Fig. 1: run 1, cell classes on the final placement
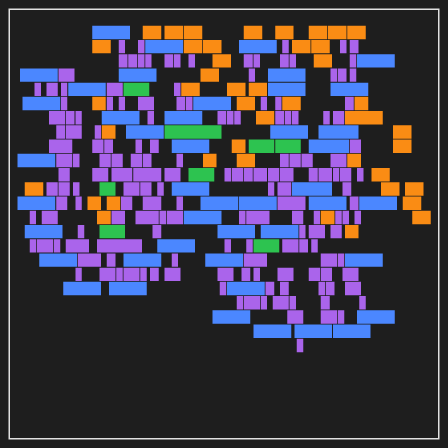
Fig. 2: run 1, local utilization
8 x 8 tiles, from black (low) to pale yellow (high), 0 to 100% covered.
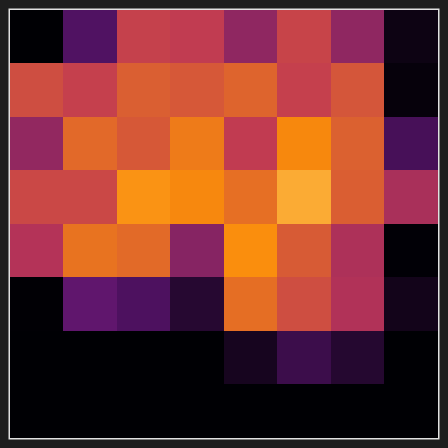
Fig. 3: run 1, where the registers sit
Other sequential cells in the stronger grey, the rest of the logic in the fainter grey.
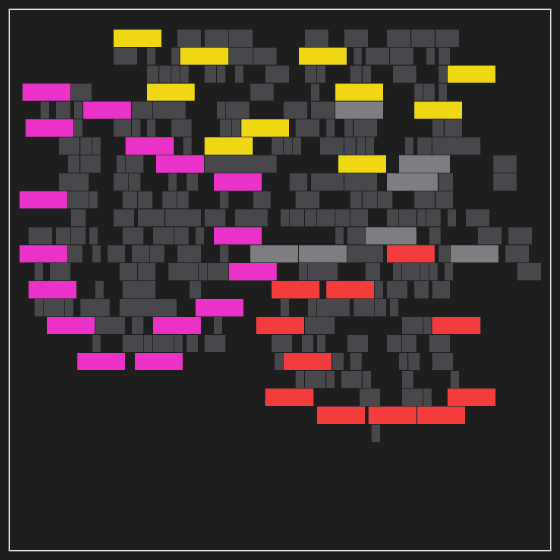
Fig. 4: run 1, track usage over the die
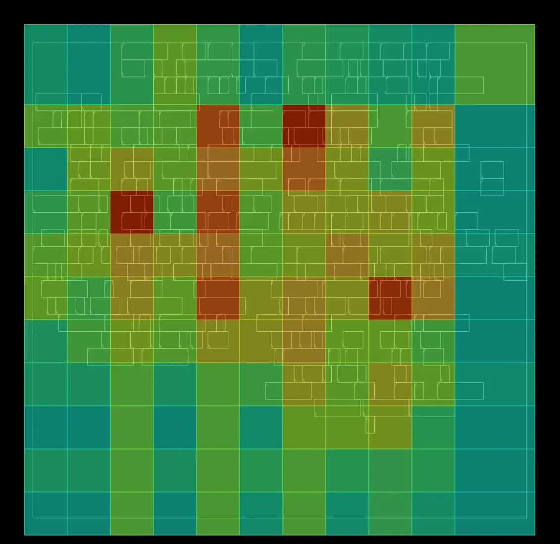
--- src/rtl/adc_sample_scheduler.sv ---
// adc_sample_scheduler
// Periodic conversion sequencer for the serial ADC interface. A free-running
// period counter raises a one-cycle request every SAMPLE_DIV cycles; the FSM
// turns each request into a single adc_start pulse, follows the ADC
// data_valid handshake through its busy period and presents the captured
// 10-bit result as a one-cycle sample_valid strobe. Requests that cannot be
// served set the sticky overrun flag; conversions that stall set the sticky
// timeout_err flag.
//
// Optional feature, macro ADC_AVG_EN:
//   defined   -> sample is the truncated mean of the last four captures; the
//                first three captures after reset or an enable rise are not
//                strobed.
//   undefined -> sample is the raw ADC word and every capture is strobed.
//
// ADC handshake: adc_data_valid is high while the ADC is idle. A conversion
// is launched by a one-cycle adc_start; the ADC drops adc_data_valid while
// converting and raises it again when adc_data holds the new result. The
// scheduler only launches while adc_data_valid is high, and only captures on
// the first high cycle after the low phase was observed.
//
// dbg_state exposes the FSM state encoding (IDLE=0, ARM=1, WAIT_LOW=2,
// WAIT_HIGH=3, CAPTURE=4).

module adc_sample_scheduler #(
  parameter int unsigned SAMPLE_DIV = 1250,
  parameter int unsigned TIMEOUT    = 2047
) (
  input  logic       sysclk,
  input  logic       rst,
  input  logic       enable,
  input  logic       clr_err,
  output logic       adc_start,
  input  logic [9:0] adc_data,
  input  logic       adc_data_valid,
  output logic [9:0] sample,
  output logic       sample_valid,
  output logic       overrun,
  output logic       timeout_err,
  output logic [2:0] dbg_state
);

  // Wait counter must be able to hold TIMEOUT.
  localparam int unsigned   TW       = $clog2(TIMEOUT + 1);
  localparam logic [15:0]   DIV_LAST = 16'(SAMPLE_DIV - 1);
  localparam logic [TW-1:0] TO_LAST  = TW'(TIMEOUT - 1);

  typedef enum logic [2:0] {
    S_IDLE      = 3'd0,
    S_ARM       = 3'd1,
    S_WAIT_LOW  = 3'd2,
    S_WAIT_HIGH = 3'd3,
    S_CAPTURE   = 3'd4
  } state_t;

  state_t        state;
  logic [TW-1:0] wait_cnt;
  logic [15:0]   period_cnt;

  logic req;
  logic wait_expired;
  logic capture_fire;
  logic wait_abort;
  logic overrun_set;

  assign dbg_state = state;

  // Request fires in the last cycle of each sample period, only while enabled.
  assign req = enable && (period_cnt == DIV_LAST);

  // The wait currently being timed has used its full budget.
  assign wait_expired = (wait_cnt == TO_LAST);

  // ADC result is ready: valid came back high while waiting for completion.
  assign capture_fire = (state == S_WAIT_HIGH) && adc_data_valid;

  // A wait state gives up only when its expected edge has not appeared.
  assign wait_abort = wait_expired &&
                      (((state == S_WAIT_LOW)  &&  adc_data_valid) ||
                       ((state == S_WAIT_HIGH) && !adc_data_valid));

  // A request is dropped unless the FSM is idle and the ADC is idle too.
  assign overrun_set = req && !((state == S_IDLE) && adc_data_valid);

  // Sample period counter: 0..SAMPLE_DIV-1 while enabled, parked at 0 otherwise.
  always_ff @(posedge sysclk) begin
    if (rst) begin
      period_cnt <= '0;
    end else if (!enable) begin
      period_cnt <= '0;
    end else if (period_cnt == DIV_LAST) begin
      period_cnt <= '0;
    end else begin
      period_cnt <= period_cnt + 16'd1;
    end
  end

  // Conversion sequencer: launch, watch the valid low/high phases, time out.
  always_ff @(posedge sysclk) begin
    if (rst) begin
      state     <= S_IDLE;
      wait_cnt  <= '0;
      adc_start <= 1'b0;
    end else begin
      adc_start <= 1'b0;
      unique case (state)
        S_IDLE: begin
          wait_cnt <= '0;
          if (req && adc_data_valid) begin
            state     <= S_ARM;
            adc_start <= 1'b1;
          end
        end
        S_ARM: begin
          state    <= S_WAIT_LOW;
          wait_cnt <= '0;
        end
        S_WAIT_LOW: begin
          if (!adc_data_valid) begin
            state    <= S_WAIT_HIGH;
            wait_cnt <= '0;
          end else if (wait_expired) begin
            state    <= S_IDLE;
            wait_cnt <= '0;
          end else begin
            wait_cnt <= wait_cnt + TW'(1);
          end
        end
        S_WAIT_HIGH: begin
          if (adc_data_valid) begin
            state    <= S_CAPTURE;
            wait_cnt <= '0;
          end else if (wait_expired) begin
            state    <= S_IDLE;
            wait_cnt <= '0;
          end else begin
            wait_cnt <= wait_cnt + TW'(1);
          end
        end
        S_CAPTURE: begin
          state    <= S_IDLE;
          wait_cnt <= '0;
        end
        default: begin
          state    <= S_IDLE;
          wait_cnt <= '0;
        end
      endcase
    end
  end

`ifdef ADC_AVG_EN
  // Last three captures, hist0 newest; fill counts captures since restart.
  logic [9:0]  hist0;
  logic [9:0]  hist1;
  logic [9:0]  hist2;
  logic [1:0]  fill;
  logic        enable_q;
  logic [11:0] avg_sum;

  // Four 10-bit values sum to at most 4092, so 12 bits never overflow.
  assign avg_sum = 12'(hist0) + 12'(hist1) + 12'(hist2) + 12'(adc_data);

  // Averaged output: strobe only once four captures are in the window.
  always_ff @(posedge sysclk) begin
    if (rst) begin
      hist0        <= '0;
      hist1        <= '0;
      hist2        <= '0;
      fill         <= '0;
      enable_q     <= 1'b0;
      sample       <= '0;
      sample_valid <= 1'b0;
    end else begin
      enable_q     <= enable;
      sample_valid <= 1'b0;
      if (enable && !enable_q) begin
        // Fresh sampling run: forget the previous window.
        hist0 <= '0;
        hist1 <= '0;
        hist2 <= '0;
        fill  <= '0;
      end else if (capture_fire) begin
        hist2 <= hist1;
        hist1 <= hist0;
        hist0 <= adc_data;
        if (fill == 2'd3) begin
          sample       <= avg_sum[11:2];
          sample_valid <= 1'b1;
        end else begin
          fill <= fill + 2'd1;
        end
      end
    end
  end
`else
  // Raw output: every capture is presented with a one-cycle strobe.
  always_ff @(posedge sysclk) begin
    if (rst) begin
      sample       <= '0;
      sample_valid <= 1'b0;
    end else begin
      sample_valid <= capture_fire;
      if (capture_fire) begin
        sample <= adc_data;
      end
    end
  end
`endif

  // Sticky fault flags: a set event in the same cycle as clr_err wins.
  always_ff @(posedge sysclk) begin
    if (rst) begin
      overrun     <= 1'b0;
      timeout_err <= 1'b0;
    end else begin
      if (overrun_set) begin
        overrun <= 1'b1;
      end else if (clr_err) begin
        overrun <= 1'b0;
      end
      if (wait_abort) begin
        timeout_err <= 1'b1;
      end else if (clr_err) begin
        timeout_err <= 1'b0;
      end
    end
  end

endmodule

--- config.mk ---
export PLATFORM = sky130hd
export DESIGN_NAME = adc_sample_scheduler
export DESIGN_NICKNAME = d
export VERILOG_FILES = /design/src/rtl/adc_sample_scheduler.sv
export SDC_FILE = /design/constraint.sdc
export NUM_CORES = 1
export LEC_CHECK = 0
export CORE_UTILIZATION = 30
export DETAILED_ROUTE_END_ITERATION = 12
export SKIP_CTS_REPAIR_TIMING = 1
export SYNTH_ARGS = -nofsm -noshare
export SYNTH_HDL_FRONTEND = slang
export SYNTH_SLANG_ARGS = --single-unit
export TNS_END_PERCENT = 5
--- constraint.sdc ---
create_clock -name sysclk -period 1.93 [get_ports sysclk]
set_clock_uncertainty 0.2 [all_clocks]
set_input_delay 0.386 -clock sysclk [delete_from_list [all_inputs] [get_ports sysclk]]
set_output_delay 0.386 -clock sysclk [all_outputs]
set_load 0.005 [all_outputs]
==> metrics.cfg, run 1 <==
[status]
status = complete, no violations

[power]
powerDensity_mw_per_mm2 = 690
leakagePower_nw = 0.813
p_sw_mw = 0.346
swShare = 0.202
vdd_ir_drop_max_v = 0.000417
p_seq_frac = 0.531
p_comb_frac = 0.037
pwr-share-clk = 0.432
p_int_mw = 1.37

[min_path]
hp-class = reg -> reg
min_to = sample[4]$_SDFFE_PP0P_
worstHoldStart = sample[4]$_SDFFE_PP0P_
hold_depth = 2

[placement]
port_buffers = 31
dp_hpwl_um = 2750
post-place-ws_ns = -0.143
place_congestion = 0.752

[setup_path]
worstPathRequired_ns = 1.34
r2r_slack_ns = 0.12
worstSetupPathType = reg -> out
crit_path_top_delay_cell = clkdlybuf4s50_1
start_kind = flip-flop
end_kind = primary output
path_delay_family = buffers and inverters
timing.rr.end = dbg_state[0]$_SDFFE_PP0P_
r2r_start = period_cnt[1]$_SDFF_PP0_
slowest_delay_ns = 0.53
crit_start = dbg_state[0]$_SDFFE_PP0P_
crit_fanout = 10
r2r_cells = 6
crit_chain = clkdlybuf4s50_1
cp_data_arrival_time_ns = 1.25
crit_buf_inv = 1

[global_routing]
gr-total-overflow = 0
grt_pass1_vias = 1469
antenna_found_initial = 0
grt_pass1_wl_um = 6520
grt_max_degree = 15

[synthesis]
flop_cell = dfxtp_1
synth-edff-count = 0
area_leaders = dfxtp_1 (46%), nor2_1 (7.3%), xnor2_1 (6.9%)
syn_inst = 219
synth_warnings = 0
synth_cell_types = 31
synth-async-reset-ratio = 0
synth.avg_cell_area_um2 = 8.72
ys_cells = 219
fp_nets = 238
yosys-stat-area_mm2 = 0.00191
ys_ff = 44
largest_area_cell = dfxtp_1
synth_area_mm2 = 0.00191
synthDominantCellAreaShare = 0.461
synth_seq_share = 0.461

[job]
tool_warnings = 29
max-cap-violations = 0

[timing]
max_slew.worst_pin.slew_ns = 0.328
rsz0062_at_grt = true
maxSlewViolCount = 0
setup_viol = 0
max_freq_ghz = 0.543
whs_ns = 0.258
period_used_share = 0.954
slew_headroom = 0.779
finalWorstSetupSlack_ns = 0.0892
final_hold_viol_count = 0
fin_tns_setup_ns = 0
min_period_ns = 1.84

[clocking]
clkLatencyLatePin_ns = 0.30
cts_tree = done
cts_buffers = 5
cts_buffer_depth = 2
cts_sinks = 44
cts_max_level = 2
clk_pin_slew_ns = 0.09
cts_root_buffer = clkbuf_8

[detailed_routing]
drtIter0Drc = 58
via_count = 1577
drtAntennaViolNets = 0
avgRoutedWirePerCell_um = 11.4
routed_via_density = 4.71
drc = 0
drtPass1Iterations = 4
wl_um = 3840

[layout]
lay_top_cells = dfxtp_1 (41), nor2_1 (37), clkdlybuf4s50_1 (31), nand2_1 (29), xnor2_1 (15)
area_growth_pct = 30.2
logic_area_um2 = 960
drive_gt1_frac = 0.115
nets = 278
lay_top_count = dfxtp_1
final.fill_count = 623
diodes = 0

[floorplanning]
die_w_um = 81.8
rows = 28
pin_count = 32
fp_util = 0.317
die_area_mm2 = 0.00669
die_h_um = 81.8

-- Fig. 1 (at the start) --
all other logic: drawn in purple, cells 165, share of their area 41%. other buffers and delay cells: drawn in orange, cells 43, share of their area 17%. clock drivers and dummy loads: drawn in green, cells 8, share of their area 5.1%. flip-flops: drawn in blue, cells 44, share of their area 37%.

-- Fig. 2 (at the start) --
27% of the tiles are nearly empty. The emptiest ninth of the die: bottom left. 4.7% of the tiles are over 75% full. The fullest tile reaches 82%.
fin util: 0.413
placeable core area: 0.00603 mm2

-- Fig. 3 (at the start) --
sample: drawn in yellow, placed flops 10. period_cnt: drawn in magenta, placed flops 16. wait_cnt: drawn in red, placed flops 11.
Reg area: 885 um2
Seq/total area: 0.356
Seq. pwr: 0.912 mW

-- Fig. 4 (at the start) --
total global-route track usage: 0.126
met2 usage: 0.188
GR met1 Demand/Resource: 0.171
GRT busiest layer: met2
grt met3 use: 0.0378

## run 1: logic make-up (layout without fill, tap and decap cells)
family                   Yosys count  in the layout  synth area share
XOR/XNOR                          24             24             0.110
buffers and inverters             14             55            0.0380
AND/OR/NAND/NOR                  116            116             0.312
AND-OR/OR-AND                     17             17            0.0524
flip-flops                        44             44             0.461
adder cells (fa/ha/maj)            4              4            0.0262
## run 1: power groups by stage
stage / sequential [mW] / clock (mW) / combinational (mW)
3_3_place_gp: 0.933 / 0 / 0.0639
5_1_grt: 0.913 / 0.803 / 0.0691
4_1_cts: 0.912 / 0.770 / 0.0642
3_5_place_dp: 0.933 / 0 / 0.0636
2_1_floorplan: 0.933 / 0 / 0.0226
6_report: 0.912 / 0.741 / 0.0641
## run 1: layer usage
metal	wire, um	up-vias	track usage
met2	1690	26	0.188
li1	-	820	-
met4	66	0	0.0439
met5	0	-	0
met3	153	9	0.0378
met1	1920	722	0.171
## run 1: worst max path at each step
| stage | endpoint | slack [ns] | depth (start not counted) |
|---|---|---|---|
| detailed placement | dbg_state[0]$_SDFFE_PP0P_ | -0.14 | 5 |
| CTS | dbg_state[0] | -0.04 | 1 |
| finish | dbg_state[0] | 0.09 | 1 |
| floorplan | dbg_state[0]$_SDFFE_PP0P_ | 0.24 | 5 |
| global route | dbg_state[0]$_SDFFE_PP0P_ | -0.03 | 6 |
| global placement | dbg_state[0]$_SDFFE_PP0P_ | -0.12 | 5 |
## run 1: state kept, by name, indices dropped and copies added, names as in the netlist
name / count
adc_start: 1
dbg_state: 3
overrun: 1
period_cnt: 16
sample: 10
sample_valid: 1
timeout_err: 1
wait_cnt: 11
## run 1: synthesized netlist by cell type (4+ instances only)
master,number
dfxtp_1,44
nor2_1,37
nand2_1,29
xnor2_1,15
a21oi_1,11
nand3_1,11
xor2_1,9
nand4_1,8
nor3_1,6
nor4_1,5
and4_1,4
buf_2,4
clkbuf_1,4
ha_1,4
inv_1,4
## run 1: through the flow
step / std cells / util / power [mW] / area (um2)
after floorplan: 219 / - / 0.955 / 1910
after global placement: 327 / 0.392 / 0.997 / 2360
after detailed placement: 327 / 0.392 / 0.997 / 2360
after CTS: 335 / 0.412 / 1.75 / 2480
after global routing: 335 / 0.413 / 1.78 / 2490
final: 335 / 0.413 / 1.72 / 2490
## run 1: layout make-up
| cell class | instances | share of cell area |
|---|---|---|
| multi-input cells | 161 | 0.386 |
| flip-flops and latches | 44 | 0.356 |
| clock inverters | 2 | 0.0156 |
| repair buffers | 43 | 0.166 |
| inverters | 4 | 0.00604 |
| clock buffers | 6 | 0.0332 |
| well taps | 75 | 0.0377 |
## run 1: tightest hold or removal path, stage by stage, from the launching register on
cell and delay (ns):
dfxtp_1 0.32, nand2_1 0.05, a21oi_1 0.05
Fig. 5: run 1, drive-strength map
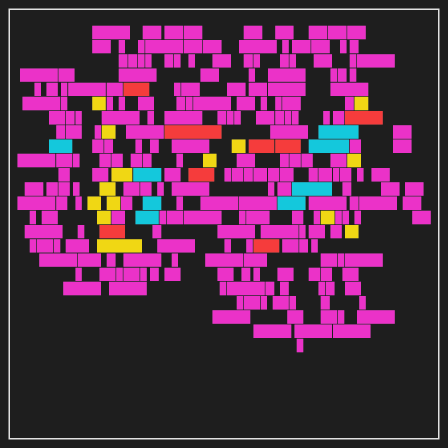

--- run 2 (diff from run 1) ---
--- a/config.mk
+++ b/config.mk
@@ -5,8 +5,9 @@
 export SDC_FILE = /design/constraint.sdc
 export NUM_CORES = 1
 export LEC_CHECK = 0
-export CORE_UTILIZATION = 30
+export CORE_UTILIZATION = 42
 export DETAILED_ROUTE_END_ITERATION = 12
+export PLACE_DENSITY = 0.65
 export SKIP_CTS_REPAIR_TIMING = 1
 export SYNTH_ARGS = -nofsm -noshare
 export SYNTH_HDL_FRONTEND = slang
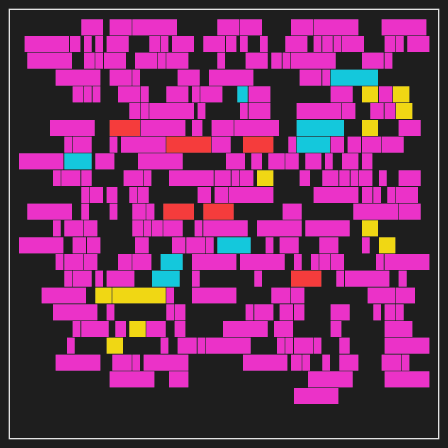
Fig. 6. Drive-strength map (run 2).
drive 3 to 4: drawn in yellow, cells 11, share 4.3%, most used buf_4. drive 6 and up: drawn in red, cells 6, share 2.3%, most used clkbuf_8. drive 1 or less: drawn in magenta, cells 233, share 90%, most used dfxtp_1. drive 2: drawn in cyan, cells 8, share 3.1%, most used dfxtp_2.
Non-clk bufs: 42
setup ws final: 0.0749 ns

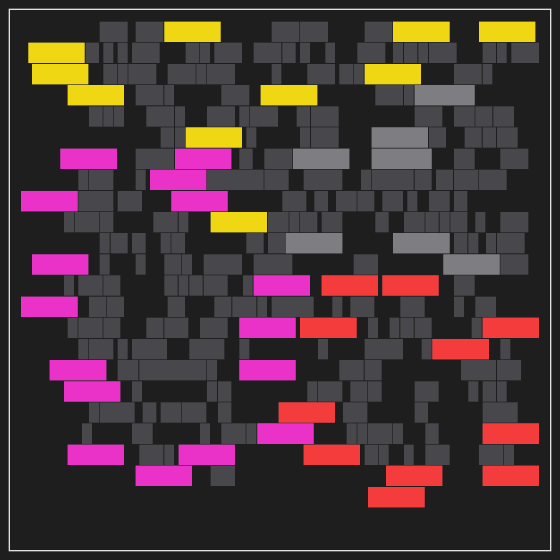
Fig. 7. Where the registers sit (run 2).
Other sequential cells in the stronger grey, the rest of the logic in the fainter grey.
sample: drawn in yellow, placed flops 10. period_cnt: drawn in magenta, placed flops 16. wait_cnt: drawn in red, placed flops 11.
Another 7 sequential cells are not coloured.

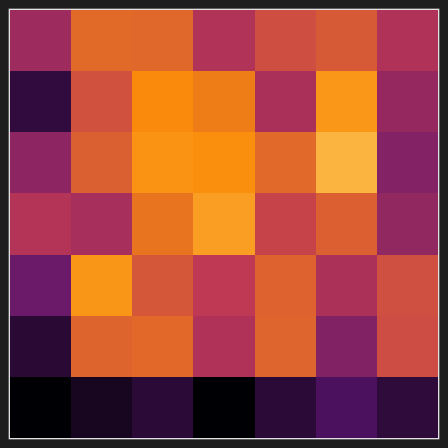
Fig. 8. Local utilization (run 2).
7 x 7 tiles, from black (low) to pale yellow (high), 0 to 100% covered.
The fullest tile reaches 84%. The mean over all tiles is 49%. 12% of the tiles are over 75% full. The densest ninth of the die: middle.

==> run 2 against run 1 <==
  * Combinational power grew 5.0%
  * Critical path type unchanged
  * Highest routed layer unchanged
  * Largest power group unchanged
  * Critical endpoint is now dbg_state[1]
  * Clock power fell by 29%
  * Die size is 28% lower
==> metrics.cfg, run 2 <==
[clocking]
clkLatencyLatePin_ns = 0.29  ; was 0.30 ns
cts_tree = done  ; unchanged
cts_buffer_depth = 2  ; unchanged
cts_root_buffer = clkbuf_8  ; unchanged

[setup_path]
worstSetupPathType = reg -> out  ; unchanged
r2r_slack_ns = 0.16  ; was 0.12 ns
slowest_delay_ns = 0.54  ; was 0.53 ns
crit_chain = clkdlybuf4s50_1  ; unchanged
worstPathRequired_ns = 1.34  ; about the same
crit_buf_inv = 1  ; unchanged
path_delay_family = buffers and inverters  ; unchanged
r2r_start = period_cnt[1]$_SDFF_PP0_  ; unchanged
cp_data_arrival_time_ns = 1.27  ; was 1.25 ns
timing.rr.end = dbg_state[0]$_SDFFE_PP0P_  ; unchanged
cp_num_cells = 1  ; unchanged
start_kind = flip-flop  ; unchanged
end_kind = primary output  ; unchanged
crit_start = dbg_state[1]$_SDFFE_PP0P_  ; was dbg_state[0]$_SDFFE_PP0P_

[synthesis]
common_cells = dfxtp_1 (44), nor2_1 (37), nand2_1 (29), xnor2_1 (15)  ; unchanged
ys_ff = 44  ; unchanged
ys_cells = 219  ; unchanged
synth-edff-count = 0  ; unchanged
largest_area_cell = dfxtp_1  ; unchanged
fp_nets = 238  ; unchanged
synthDominantCellAreaShare = 0.461  ; unchanged
syn_inst = 219  ; unchanged
most_common_cell = dfxtp_1  ; unchanged
synth_seq_share = 0.461  ; unchanged
synth_cell_types = 31  ; unchanged
yosys-stat-area_mm2 = 0.00191  ; unchanged
synth.avg_cell_area_um2 = 8.72  ; unchanged
synth-async-reset-ratio = 0  ; unchanged
synth_warnings = 0  ; unchanged

[min_path]
worstHoldStart = sample[4]$_SDFFE_PP0P_  ; unchanged

[layout]
lay_top_count = dfxtp_1  ; unchanged
lay_top_cells = dfxtp_1 (42), nor2_1 (37), clkdlybuf4s50_1 (31), nand2_1 (29), xnor2_1 (15)  ; was dfxtp_1 (41), nor2_1 (37), clkdlybuf4s50_1 (31), nand2_1 (29), xnor2_1 (15)
logic_area_um2 = 957  ; was 960 um2
regArea_um2 = 883  ; was 885 um2
top_register = period_cnt  ; unchanged
drive_gt1_frac = 0.0969  ; was 0.115
final.fill_count = 409  ; was 623
reg_top3 = period_cnt x16, wait_cnt x11, sample x10  ; unchanged
largest_register_ffs = 16  ; unchanged

[job]
tool_warnings = 28  ; was 29

[timing]
rsz0062_at_grt = false  ; was true
min_period_ns = 1.86  ; was 1.84 ns
max_slew.worst_pin.slew_ns = 0.385  ; was 0.328 ns
maxSlewViolCount = 0  ; unchanged
final_hold_viol_count = 0  ; unchanged
max_freq_ghz = 0.539  ; was 0.543 GHz
setup_viol = 0  ; unchanged
period_used_share = 0.961  ; was 0.954
slew_headroom = 0.741  ; was 0.779

[power]
p_seq_frac = 0.605  ; was 0.531
p_comb_frac = 0.045  ; was 0.037
pwr-share-clk = 0.351  ; was 0.432
p_sw_mw = 0.309  ; was 0.346 mW
power_mw = 1.51  ; was 1.72 mW
swShare = 0.205  ; was 0.202
leakagePower_nw = 0.790  ; was 0.813 nW
p_int_mw = 1.20  ; was 1.37 mW
vdd_ir_drop_max_v = 0.000491  ; was 0.000417 V

[global_routing]
grt_use_total = 0.165  ; was 0.126
grt.busiest_layer = met2  ; unchanged
antenna_found_initial = 0  ; unchanged
globalRouteMet3Util = 0.0436  ; was 0.0378
grt_max_degree = 17  ; was 15
gr-total-overflow = 0  ; unchanged
use_met1 = 0.223  ; was 0.171
grt.met2_usage = 0.256  ; was 0.188
grt_pass1_wl_um = 6460  ; was 6520 um

[detailed_routing]
drtIter0Drc = 48  ; was 58
drc = 0  ; unchanged
avgRoutedWirePerCell_um = 12.1  ; was 11.4 um
routed_via_density = 4.98  ; was 4.71
wl_um = 3740  ; was 3840 um
drtPass1Iterations = 4  ; unchanged

[placement]
dp_hpwl_um = 2630  ; was 2750 um
port_buffers = 31  ; unchanged

[floorplanning]
rows = 24  ; was 28
fp_util = 0.439  ; was 0.317
die_area_mm2 = 0.00482  ; was 0.00669 mm2
die_h_um = 69.4  ; was 81.8 um
die_w_um = 69.4  ; was 81.8 um
core-area_mm2 = 0.00435  ; was 0.00603 mm2

[status]
status = complete, no violations  ; unchanged

run 2: cell counts after synthesis:
Identical to the previous run, type by type.
run 2: area by class of cell:
cell class | count | share of cell area
Clock buffer | 6 | 0.0302
Tap cell | 52 | 0.0271
Timing Repair Buffer | 42 | 0.169
Clock inverter | 1 | 0.00208
Inverter | 4 | 0.00625
Sequential cell | 44 | 0.368
Multi-Input combinational cell | 161 | 0.398
run 2: cells by family (layout without fill, tap and decap cells):
family | count (synthesis) | in the layout | share of synthesized area
DFF | 44 | 44 | 0.461
and+or+nand+nor | 116 | 116 | 0.312
AOI/OAI and AO/OA | 17 | 17 | 0.0524
buffers and inverters | 14 | 53 | 0.0380
adders and majority gates | 4 | 4 | 0.0262
xor gates and xnor gates | 24 | 24 | 0.110
run 2: worst min path at each step:
stage                                to  slack, ns  cells after the start
6_report         sample[4]$_SDFFE_PP0P_       0.25                      2
5_1_grt          sample[4]$_SDFFE_PP0P_       0.28                      2
4_1_cts          sample[1]$_SDFFE_PP0P_       0.26                      2
3_5_place_dp   timeout_err$_SDFFE_PP0P_       0.24                      2
3_3_place_gp     sample[1]$_SDFFE_PP0P_       0.24                      2
2_1_floorplan    wait_cnt[0]$_SDFF_PP0_       0.24                      1
run 2: per-stage QoR:
step | area, um2 | util | setup WS [ns] | std cells | hold slack (ns)
4_1_cts | 2400 | 0.551 | 0.00611 | 310 | 0.257
3_5_place_dp | 2320 | 0.534 | -0.0952 | 303 | 0.244
6_report | 2400 | 0.552 | 0.0749 | 310 | 0.254
3_3_place_gp | 2320 | 0.534 | -0.0693 | 303 | 0.242
5_1_grt | 2400 | 0.552 | 0.0203 | 310 | 0.276
2_1_floorplan | 1910 | - | 0.236 | 219 | 0.241
run 2: worst reg2reg max path: cells and delay by family (launching register included):
kind,cells,cell delay (ns)
AOI/OAI and AO/OA,2,0.45
adders and majority gates,1,0.14
buffers and inverters,1,0.05
DFF,1,0.32
and+or+nand+nor,2,0.49
run 2: power groups by stage:
stage | Sequential [mW] | Combinational [mW] | Clock [mW]
floorplan | 0.933 | 0.0226 | 0
global route | 0.911 | 0.0726 | 0.596
finish | 0.910 | 0.0673 | 0.528
global placement | 0.932 | 0.0677 | 0
detailed placement | 0.932 | 0.0671 | 0
CTS | 0.910 | 0.0677 | 0.558
run 2: routing by layer:
layer  vias up  wire [um]
met3         6         94
li1        815          -
met1       708       1890
met2        14       1700
met5         -          0
met4         0         51
Fig. 9: run 2, cell classes on the final placement
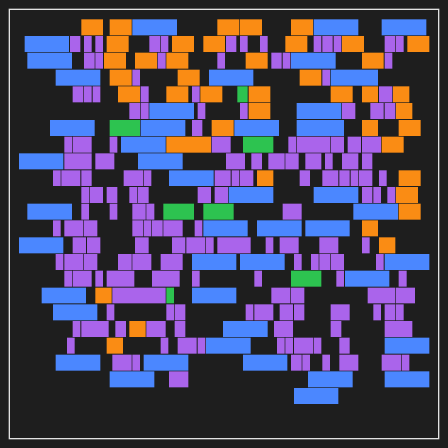

--- run 3 (diff from run 2) ---
--- a/config.mk
+++ b/config.mk
@@ -5,7 +5,9 @@
 export SDC_FILE = /design/constraint.sdc
 export NUM_CORES = 1
 export LEC_CHECK = 0
+export CORE_MARGIN = 2
 export CORE_UTILIZATION = 42
+export CTS_CLUSTER_DIAMETER = 100
 export DETAILED_ROUTE_END_ITERATION = 12
 export PLACE_DENSITY = 0.65
 export SKIP_CTS_REPAIR_TIMING = 1
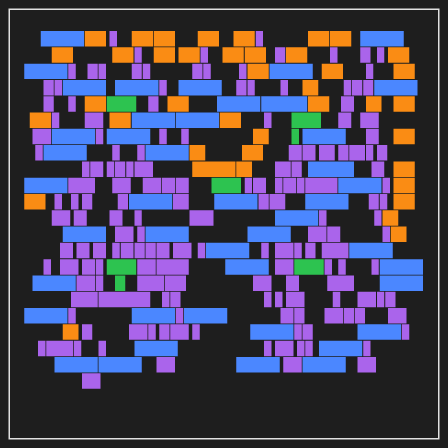
Fig. 10. Cell classes on the final placement (run 3).
all other logic: drawn in purple, cells 165, share of their area 42%. other buffers and delay cells: drawn in orange, cells 40, share of their area 17%. clock drivers and dummy loads: drawn in green, cells 7, share of their area 3.3%. flip-flops: drawn in blue, cells 44, share of their area 38%.

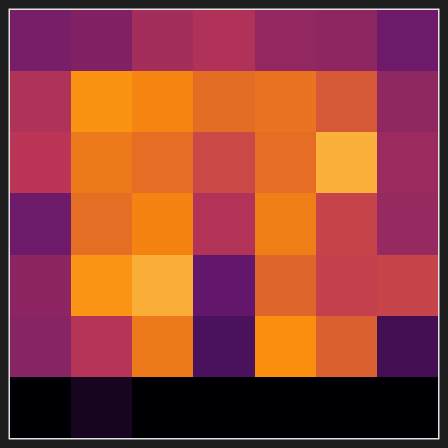
Fig. 11. Local utilization (run 3).
7 x 7 tiles, from black (low) to pale yellow (high), 0 to 100% covered.
10% of the tiles are over 75% full. The mean over all tiles is 46%. 12% of the tiles are nearly empty.

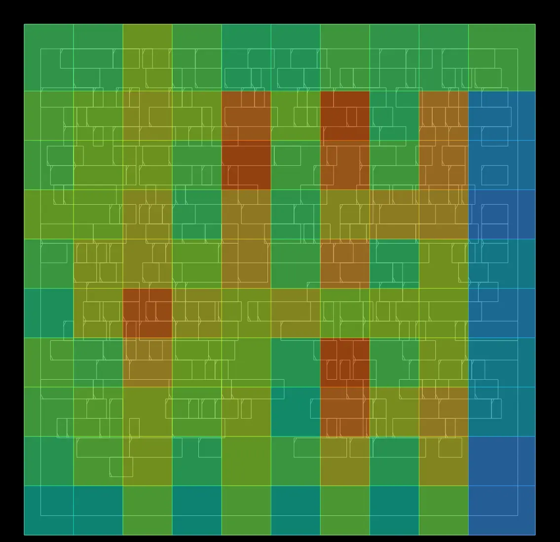
Fig. 12. Track usage over the die (run 3).
GR met1 Demand/Resource: 0.218
WL/cell: 12.1 um
total global-route track usage: 0.153
met2 usage: 0.220

==> run 3 against run 2 <==
  * Clock power rose by 0.8%
  * Sequential share of layout area rose by 0.19 points
  * Power rose by 0.43%
  * Non-clock buffer count fell by 2
  * Cell area fell by 0.52%
  * First-iteration DRC count rose by 38%
  * Register-to-register slack got worse by 0.098 ns
  * Critical path type is now reg -> reg
  * Synthesized area did not move
  * Critical path depth rose by 5
  * Utilization fell by 0.29 points
==> metrics.cfg, run 3 <==
[synthesis]
synth.avg_cell_area_um2 = 8.72  ; unchanged
synth-async-reset-ratio = 0  ; unchanged
synth_seq_share = 0.461  ; unchanged
ys_cells = 219  ; unchanged
ys_ff = 44  ; unchanged
synth_cell_types = 31  ; unchanged
area_leaders = dfxtp_1 (46%), nor2_1 (7.3%), xnor2_1 (6.9%)  ; unchanged
synthDominantCellAreaShare = 0.461  ; unchanged
common_cells = dfxtp_1 (44), nor2_1 (37), nand2_1 (29), xnor2_1 (15)  ; unchanged
synth-edff-count = 0  ; unchanged
flop_cell = dfxtp_1  ; unchanged
fp_nets = 238  ; unchanged
yosys-stat-area_mm2 = 0.00191  ; unchanged
largest_area_cell = dfxtp_1  ; unchanged
synth_area_mm2 = 0.00191  ; unchanged
most_common_cell = dfxtp_1  ; unchanged
syn_inst = 219  ; unchanged
synth_warnings = 0  ; unchanged

[timing]
min_period_ns = 1.87  ; was 1.86 ns
rsz0062_at_grt = true  ; was false
max_freq_ghz = 0.535  ; was 0.539 GHz
slew_headroom = 0.736  ; was 0.741
finalWorstSetupSlack_ns = 0.0624  ; was 0.0749 ns
setup_viol = 0  ; unchanged
final_hold_viol_count = 0  ; unchanged
max_slew.worst_pin.slew_ns = 0.393  ; was 0.385 ns
maxSlewViolCount = 0  ; unchanged
period_used_share = 0.968  ; was 0.961
whs_ns = 0.258  ; was 0.254 ns

[layout]
area_growth_pct = 25.1  ; was 25.8%
lay_top_count = dfxtp_1  ; unchanged
diodes = 0  ; unchanged
lay_top_cells = dfxtp_1 (42), nor2_1 (37), clkdlybuf4s50_1 (31), nand2_1 (29), xnor2_1 (15)  ; unchanged
drive_gt1_frac = 0.0938  ; was 0.0969
nets = 275  ; was 277
top_register = period_cnt  ; unchanged
largest_register_ffs = 16  ; unchanged
reg_top3 = period_cnt x16, wait_cnt x11, sample x10  ; unchanged

[setup_path]
start_kind = flip-flop  ; unchanged
crit_buf_inv = 1  ; unchanged
end_kind = flip-flop  ; was primary output
worstPathRequired_ns = 1.92  ; was 1.34 ns
slowest_delay_ns = 0.36  ; was 0.54 ns
crit_fanout = 6  ; was 7
worstSetupPathType = reg -> reg  ; was reg -> out
path_delay_family = simple AND/OR/NAND/NOR gates  ; was buffers and inverters
cp_data_arrival_time_ns = 1.86  ; was 1.27 ns
crit_path_top_delay_cell = dfxtp_1  ; was clkdlybuf4s50_1
crit_chain = inv_1 -> ha_1 -> nor4b_4 -> and4_4 -> a31oi_1 -> a2111oi_2  ; was clkdlybuf4s50_1

[power]
p_sw_mw = 0.315  ; was 0.309 mW
power_mw = 1.51  ; about the same
vdd_ir_drop_max_v = 0.000430  ; was 0.000491 V
powerDensity_mw_per_mm2 = 632  ; was 626 mW/mm2
p_seq_frac = 0.603  ; was 0.605
swShare = 0.208  ; was 0.205
p_int_mw = 1.20  ; about the same
pwr-share-clk = 0.352  ; was 0.351
leakagePower_nw = 0.779  ; was 0.790 nW
p_comb_frac = 0.045  ; about the same

[detailed_routing]
drtIter0Drc = 66  ; was 48
drtAntennaViolNets = 0  ; unchanged
drtPass1Iterations = 4  ; unchanged
routed_via_density = 5.05  ; was 4.98
drc = 0  ; unchanged
via_count = 1555  ; was 1543
wl_um = 3710  ; was 3740 um

[clocking]
clkLatencyLatePin_ns = 0.29  ; about the same
cts_buffers = 5  ; unchanged
cts_root_buffer = clkbuf_8  ; unchanged
clk_pin_slew_ns = 0.08  ; was 0.07 ns
cts_max_level = 2  ; unchanged
cts_buffer_depth = 2  ; unchanged
cts_sinks = 44  ; unchanged
cts_tree = done  ; unchanged

[floorplanning]
rows = 24  ; unchanged
die_w_um = 71.4  ; was 69.4 um
core-area_mm2 = 0.00435  ; unchanged
die_h_um = 71.4  ; was 69.4 um
die_area_mm2 = 0.00510  ; was 0.00482 mm2
fp_util = 0.439  ; unchanged
pin_count = 32  ; unchanged

[min_path]
hp-class = reg -> reg  ; unchanged

[job]
tool_warnings = 29  ; was 28
max-cap-violations = 0  ; unchanged

[global_routing]
antenna_found_initial = 0  ; unchanged
grt_max_degree = 17  ; unchanged
grt_pass1_wl_um = 6240  ; was 6460 um
gr-total-overflow = 0  ; unchanged
grt_pass1_vias = 1374  ; was 1388

[placement]
dp_hpwl_um = 2710  ; was 2630 um
place_congestion = 0.753  ; was 0.735
port_buffers = 31  ; unchanged
post-place-ws_ns = -0.143  ; was -0.0952 ns

[status]
status = complete, no violations  ; unchanged

==> run 3: cell counts after synthesis <==
Identical to the previous run, type by type.
==> run 3: cell families after synthesis <==
kind of cell,after synthesis,share of synthesized area
xor gates and xnor gates,24,0.110
AOI/OAI and AO/OA,17,0.0524
and+or+nand+nor,116,0.312
buffers and inverters,14,0.0380
adders and majority gates,4,0.0262
DFF,44,0.461
==> run 3: power groups by stage <==
stage | sequential (mW) | clock, mW | combinational, mW
after global placement | 0.932 | 0 | 0.0679
after CTS | 0.911 | 0.553 | 0.0688
after detailed placement | 0.932 | 0 | 0.0683
final | 0.911 | 0.532 | 0.0684
after global routing | 0.911 | 0.598 | 0.0734
after floorplan | 0.933 | 0 | 0.0226
==> run 3: through the flow <==
step | util | cells | instance area (um2) | setup TNS (ns)
2_1_floorplan | - | 219 | 1910 | 0
3_3_place_gp | 0.530 | 301 | 2310 | -0.119
3_5_place_dp | 0.530 | 301 | 2310 | -0.143
4_1_cts | 0.548 | 308 | 2390 | -0.00617
5_1_grt | 0.549 | 308 | 2390 | -0.0311
6_report | 0.549 | 308 | 2390 | 0
==> run 3: final timing paths <==
| kind | startpoint | to | slack [ns] | depth (start not counted) |
|---|---|---|---|---|
| setup / recovery | period_cnt[1]$_SDFF_PP0_ | dbg_state[0]$_SDFFE_PP0P_ | 0.06 | 6 |
| hold / removal | sample[3]$_SDFFE_PP0P_ | sample[3]$_SDFFE_PP0P_ | 0.26 | 2 |
| setup reg to reg | period_cnt[1]$_SDFF_PP0_ | dbg_state[0]$_SDFFE_PP0P_ | 0.06 | 6 |
| hold reg to reg | sample[3]$_SDFFE_PP0P_ | sample[3]$_SDFFE_PP0P_ | 0.26 | 2 |
==> run 3: worst register-to-register path, cell delays in order (launching register included) <==
cell,delay [ns]
dfxtp_1,0.36
inv_1,0.07
ha_1,0.15
nor4b_4,0.24
and4_4,0.27
a31oi_1,0.12
a2111oi_2,0.34
==> run 3: per-layer routing <==
| metal | up-vias | global-route usage | wire length [um] |
|---|---|---|---|
| met3 | 7 | 0.0506 | 145 |
| met5 | - | 0 | 0 |
| met2 | 28 | 0.220 | 1710 |
| met4 | 0 | 0.0440 | 34 |
| met1 | 711 | 0.218 | 1820 |
| li1 | 809 | - | - |
==> run 3: final cells by class <==
type	count	area [um2]
sequential	44	883
inverter	4	15.0
tap	52	65.1
clock buffer	6	72.6
fill	405	1960
multi-input combinational	161	960
timing repair buffer	40	390
clock inverter	1	5.00
No activity file was given, so power comes from the tool's default toggle rates.
